==> config.mk <==
export PLATFORM = sky130hd
export DESIGN_NAME = pc_sequencer
export DESIGN_NICKNAME = d
export VERILOG_FILES = /design/src/rtl/pc_sequencer.sv
export SDC_FILE = /design/constraint.sdc
export NUM_CORES = 1
export LEC_CHECK = 0
export CORE_ASPECT_RATIO = 0.7
export CORE_MARGIN = 3
export CORE_UTILIZATION = 41
export CTS_CLUSTER_DIAMETER = 40
export CTS_CLUSTER_SIZE = 10
export DETAILED_ROUTE_END_ITERATION = 12
export PLACE_DENSITY_LB_ADDON = 0.2
export SYNTH_ARGS = -nofsm -noshare
export SYNTH_HDL_FRONTEND = slang
export SYNTH_SLANG_ARGS = --single-unit
==> constraint.sdc <==
create_clock -name clk -period 4.4 [get_ports clk]
set_input_delay 1.1 -clock clk [delete_from_list [all_inputs] [get_ports clk]]
set_output_delay 1.1 -clock clk [all_outputs]
set_load 0.1 [all_outputs]
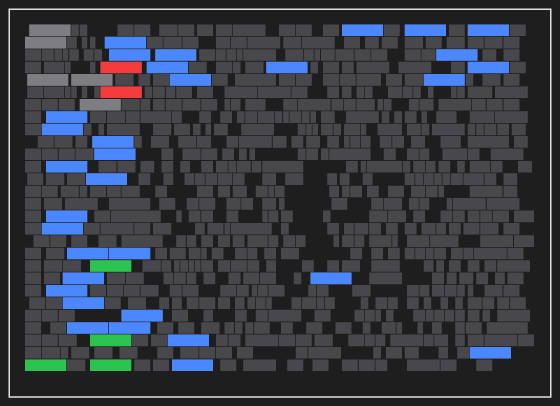
Run 1: sequential cells colored by netlist name
color	netlist name	sequential cells
red	state_q	2
green	cause	4
blue	epc	32
not colored	5
sequential cell area share: 16.16%
area of all sequential standard cells: 1076 um^2
sequential power: 759 uW

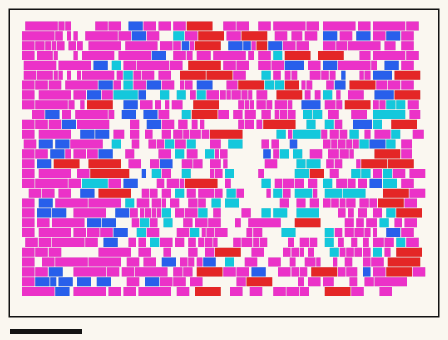
Run 1: sizing map
The bar under the picture is 20 um long.
color	size	cells
magenta	_0 and _1 cells	450
blue	_2 cells	67
red	_6 and larger	45
cyan	_3 and _4 cells	77
area grow syn2layout: 83.68%
Design Area, Final: 6660 um^2
Buffers excl. clock: 244
setup ws final: 43.60 ps

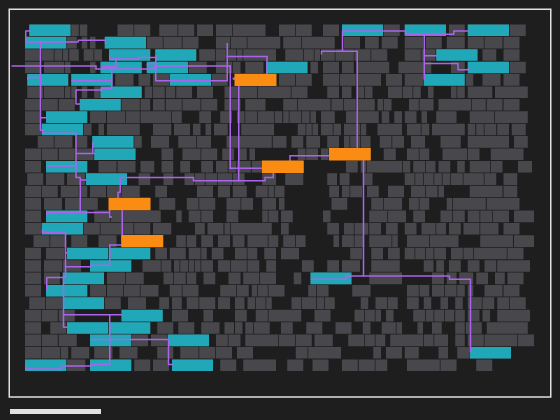
Run 1: clock distribution
The bar under the picture is 20 um long.
[purple] clock wires | length: 672 um
[orange] clock drivers | count: 5
[cyan] flip-flops | count: 43
flops lie	spread over the die
Worst Clk Skew: 9.943 ps
clock network latency to the later pin of the worst-skew pair: 300 ps
Clock net power: 447 uW
portion of total power attributed to the clock network: 7.6%

==> run notes, run 1 <==
Results of an implementation run.

The flow ran to the end, and the final reports show no timing, DRC or antenna violations. For this run, global-route usage on met3 was measured as 7.003%. Routability-driven placement finished with a final weighted congestion of 0.9266.

The largest vdd supply drop is 0.8344 mV. After synthesis the netlist holds a flip-flop and latch count of 43. STA classifies the critical path startpoint as a primary input. Across all checked pins, the minimum headroom to the slew limit is 30.84%. The CTS report gives the tree buffer count as 5. Yosys reports the multiplexer fraction of the synthesized area as 11.18%. The synthesized-area fraction occupied by xor and xnor cells is 0.2415%. The root buffer selected by CTS is clkbuf_16. Power spread over the standard cell area amounts to 881.0 nW/um^2. The number of hold buffers added after CTS is 0. Logged for this run, the post-placement worst setup slack is -138.3 ps. The total number of tap cells is 120. In the final design database the tool counted 750 nets.

The yosys warning tally is 0. The H-tree was split into 2 levels. After floorplanning, the core was sized to cover 8513 um^2.

The and-or/or-and share of the synthesized area is 24.53%. The post-synthesis instance area is 3626 um^2. The placed wire-length estimate after detailed placement is 12.83 mm.

Per the layout report, the design carries 583 filler cells. met2 track demand over resource after global routing is 49.04%. The combinational cell fraction of total power is 79.4%. The post-route netlist has 29.58% of its cells at a drive strength greater than 1. TritonCTS built the clock tree. The library cells used most frequently in the layout, excluding fill and tap cells, are clkdlybuf4s50_1, buf_4, dfrtp_1.

The area fraction of the dominant cell type after synthesis is 29.68%. The number of standard cells reported by yosys is 417. The met1 capacity usage during global routing is 44.99%. By area, the combinational part of the netlist is dominated by simple AND/OR/NAND/NOR gates. The slowest library cell on the worst path is or4_4.

Setup repair after global routing left no endpoint under its margin. The area of the die is 10,030 um^2. The share of synthesized cell area in and, or, nand and nor gates is 28.71%. The horizontal die size is 118.4 um. The average vias per placed instance is 6.113. The post-route DRC violation count is 0.

The count of distinct cell types in the synthesized netlist is 60. In this design, the largest share of critical-path delay is due to simple AND/OR/NAND/NOR gates. In the final report, the number of endpoints failing setup comes to 0. The post-place instance area is 6411 um^2.

The total overflow reported by the global router is 0. The largest power group is combinational cells. The synthesized netlist cell count is 417.

Measured on the final layout, the clock distribution area share stands at 2.593%. By count the netlist is led by dfrtp_1, mux2_2, clkbuf_1. The detailed router finished its first iteration with 486 violations. The worst setup path is captured at a primary output. Hold is met by 517.3 ps. At the worst endpoint, the arrival time is 3260 ps. For reference, the placement row count at floorplan is 28. The number of warnings the tools reported is 28. The synthesized netlist devotes 1.035% of its cell area to adder and majority cells. The type of the most critical hold path is reg -> reg. The part of the total power dissipated in sequential elements is 12.9%. The inverter count of the layout excluding clock inverters is 13.

The vertical die dimension is 84.68 um. CTS reports a maximum clock tree buffer depth of 2. The flow reports power dissipated in combinational cells as 4.66 mW. The script computed the net switching share of total power as 60.89%. The clock buffers instantiated in the layout total 5.

The number of slew-limit violations in the final report is 0. met2 is the most crowded layer. The net switching power is 3.573 mW. STA puts the critical path data required time at 3300 ps.
Run 1, clock routing:
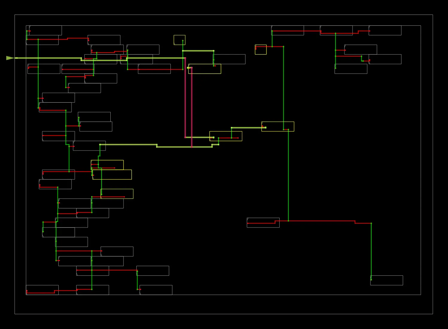

==> run 1 -> run 2 <==
--- a/constraint.sdc
+++ b/constraint.sdc
@@ -3,2 +3,2 @@
 set_output_delay 1.1 -clock clk [all_outputs]
-set_load 0.1 [all_outputs]
+set_load 0.01 [all_outputs]
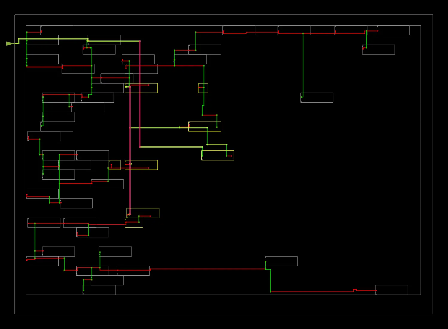
Run 2: clock routing
Clock net power: 398 uW
# clk buffers: 6
TritonCTS buffer count: 5
flop count: 43
clk sink count: 43

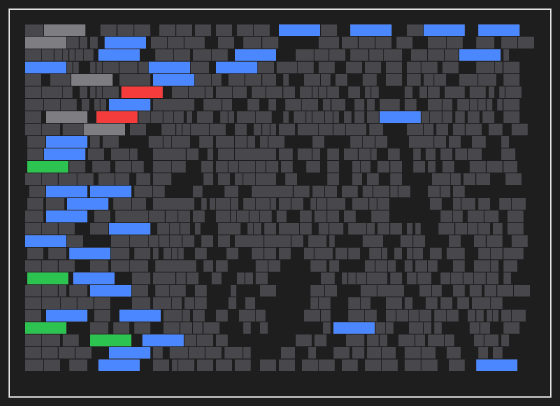
Run 2: sequential cells colored by netlist name
color	netlist name	sequential cells
blue	epc	32
green	cause	4
red	state_q	2
not colored	5
sequential power: 757 uW
final core utilization: 75.63%
sequential cell area share: 16.71%

==> run notes, run 2 <==
Results of an implementation run.

The placer congestion estimate is 1.004 (+8.3%). Of the available clock period, the critical path in the final layout requires 98.96%. The worst setup slack before clock tree synthesis is -455.6 ps (-317.4 ps). The proportion of synthesized flip-flops having asynchronous set or reset is 100.0%. The cell depth of the worst hold path is 1. The vertical die dimension is 84.68 um (unchanged). The count of plain and timing-repair buffers was 274 (+12%). The cell area after layout is 6439 um^2 (-3.3%).

The final-report setup violation count came to 0 (unchanged). The number of H-tree branching levels is 2 (unchanged). The met2 usage is 50.34% (+1.3 points).

The synthesized netlist cell count is 417 (unchanged). Per Yosys stat, the portion of area used by sequential elements is 29.68%. The post-detailed-routing wire length is 17.20 mm. The number of nets in the layout is 780 (+4.0%). The number of placement rows came to 28 (unchanged). Across the run, the number of max-cap violations was 0. The area fraction of the dominant cell type after synthesis is 29.68% (unchanged). The combinational cell fraction of total power is 63.1% (-16 points). TritonCTS built the clock tree. The worst path in the final design needs a cycle of 4354 ps, including I/O delays and setup. STA shows the worst reg2reg path with a cell count of 4. Entering global routing, the biggest net connects 44 pins. The share of synthesized cell area in and, or, nand and nor gates is 28.71% (unchanged). The yosys warning tally was 0 (unchanged). The critical path's top delay family is buffers and inverters.

The completed layout was analyzed and its total power is 3.130 mW. The biggest cell delay along the critical path is 570 ps. Adding up every negative setup slack in the final design gives 0 ps.

Looking at the max-slew report, the worst-margin pin has a slew of 1018 ps. In this design, the critical path's most frequently occurring cell is clkdlybuf4s50_1. All stages included, the depth of the critical timing path comes to 8. The total number of tap cells was 120 (unchanged).

The number of warnings the tools reported is 27 (-3.6%). The area of the die is 10,030 um^2 (unchanged). The leakage component of the power was reported as 2.621 nW. The post-placement cell count is 774. In the power breakdown, the biggest contributor is combinational cells. The largest vdd supply drop was 0.4320 mV (-48%). The met2 wire length is 7.501 mm.

By startpoint and endpoint, the worst setup path is classified as in -> out. The post-route DRC violation count is 0 (unchanged). The first global-routing pass estimated 26.43 mm of wire. Averaged over all synthesized cells, the footprint is 8.695 um^2.

The commonest non-fill, non-tap cell in the layout is clkdlybuf4s50_1. The data required time at the worst endpoint is 3300 ps (about the same). The nature of the critical path startpoint is a primary input. The placed wire-length estimate after detailed placement was 13.37 mm (+4.2%). Global routing put the most usage on met2. The number of synthesized register bits is 43 (unchanged). The synthesized net count is 529. Looking at the worst setup and hold paths, the clock pins of their registers show a slew of 70 ps. The synthesized netlist has a Yosys-reported chip area of 3626 um^2. The tightest slew margin relative to the limit is 31.87% (+1.0 points).

The number of filler instances in the final layout is 607 (+4.1%). The adder and majority cell fraction of the synthesized area came to 1.035% (unchanged). The part of the total power dissipated in sequential elements is 24.2% (+11 points). The count of distinct cell types in the synthesized netlist was 60 (unchanged). The multi-input combinational gate total is 331. The sequential cell area in the final layout was 1076 um^2 (unchanged). The synthesis report lists the most area-consuming cells as dfrtp_1, mux2_2, o221a_2. After detailed routing, the wire length on met1 is 7.677 mm. The synthesis report names the predominant flop master as dfrtp_1. The power per cell area came to 486.2 nW/um^2 (-45%). The number of global-route vias before repair is 4,861. The and-or/or-and share of the synthesized area was 24.53% (unchanged). The internal cell power is 1.889 mW.

The switching fraction of total power is 39.67% (-21 points). The sort of element at the end of the critical path is a primary output. The area fraction of clock buffers and clock inverters is 2.410% (-0.18 points). The number of gates resized after cts is 43. The final cell count without fillers is 789.

The average vias per placed instance came to 6.110 (about the same). The met3 track demand over resource is 8.620% (+1.6 points). The number of flip-flops under the largest register name is 32. The post-place instance area is 6135 um^2 (-4.3%). In the final layout, multi-input gates take up 38.75% of the cell area. Summing all multi-input logic gate instances after layout gives 2495 um^2. Sorting the synthesized cells by how often they occur yields dfrtp_1, mux2_2, clkbuf_1. The inverter count of the layout excluding clock inverters was 13 (unchanged). The top logic cell family in the synthesized netlist is simple AND/OR/NAND/NOR gates. The signed area change from the synthesized netlist to the final layout is 77.57%. The total overflow reported by the global router is 0 (unchanged). The total count of hold-check failures in the final report is 0. The number of hold buffers added after CTS is 0 (unchanged).

The met3 layer wire length in the routed design is 1.757 mm. The number of antenna violations at the first check in global routing came to 0. The buffer_ports step reported a buffer count of 180. The flow reports an fmax of 229.7 MHz.

The synthesized-area fraction occupied by xor and xnor cells is 0.2415% (unchanged). The type of the most critical hold path is reg -> reg. The number of slew-limit violations in the final report came to 0 (unchanged).

dfrtp_1 is the most common cell in the netlist. The post-synthesis instance area is 3626 um^2 (unchanged). The core box area came to 8513 um^2 (unchanged). The multiplexer share of the synthesized area is 11.18% (unchanged).

The slowest library cell on the worst path is clkdlybuf4s50_1. By area, buffers come first. During I/O placement, the number of pins put on the boundary was 181. The root buffer selected by CTS is clkbuf_16. Of all cell types, the one taking the most synthesized area is dfrtp_1. For this run, the total global-route usage over all layers was measured as 32.83%. The met1 capacity usage during global routing came to 47.14% (+2.2 points). In this run, synthesis inferred 0 flip-flops with an integrated enable. The maximum root-to-sink buffer count is 2 (unchanged).

Signal nets in the final route climb as high as met4. Counting both buffers and inverters, the worst setup path holds a total of 5. The signal on the critical path passes through clkdlybuf4s50_1, buf_6, inv_4, buf_12, o221a_2, a21o_1, a22o_1, clkdlybuf4s50_1.

The combinational power came to 1.98 mW (-58%). The insertion delay to the later sink of the worst-skew pair came to 290 ps (about the same). Dividing the detail-routed wire length by the instance count gives 21.80 um. The number of vias after detailed routing is 4,821. Across all register-to-register paths, the minimum setup slack is 2170 ps. The maximum fanout encountered on the critical timing path is 15. The number of DRC violations after detailed-routing iteration 0 is 545 (+12%). The post-detailed-route count of antenna-violating nets is 0. The horizontal die size is 118.4 um (unchanged). For this run, the script counts the antenna cells in the layout as 0. The share of final-layout standard cells stronger than drive strength 1 came to 27.65% (-1.9 points). The number of standard cells reported by yosys is 417 (unchanged).

Post-CTS timing repair inserted 3 buffers for setup. The final critical-path setup slack came to 45.73 ps (+2.132 ps). The first TritonRoute pass finished after 7 iterations. The non-clock buffer contribution to total cell area is 39.00%. The run finished with clean final reports. The arrival time at the worst endpoint was 3250 ps (about the same). Leaving out fill and tap cells, the most frequent cells in the layout are clkdlybuf4s50_1, buf_4, dfrtp_1.

The final-layout worst hold slack is 521.8 ps (+4.518 ps). The net switching power came to 1.242 mW (-65%). At the floorplan stage, the core utilization is reported as 42.59%.
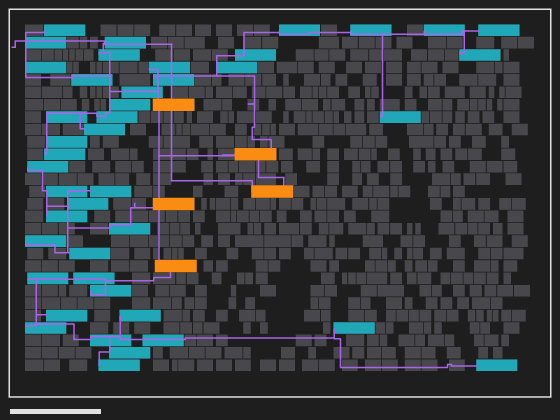
Run 2: clock distribution
The bar under the picture is 20 um long.
[cyan] flip-flops | count: 43
[purple] clock wires | length: 679 um
[orange] clock drivers | count: 5
routed clock nets	6
flops lie	spread over the die
Worst Clk Skew: 11.61 ps
portion of total power attributed to the clock network: 12.7%

Power is estimated from default activity; no workload was simulated.
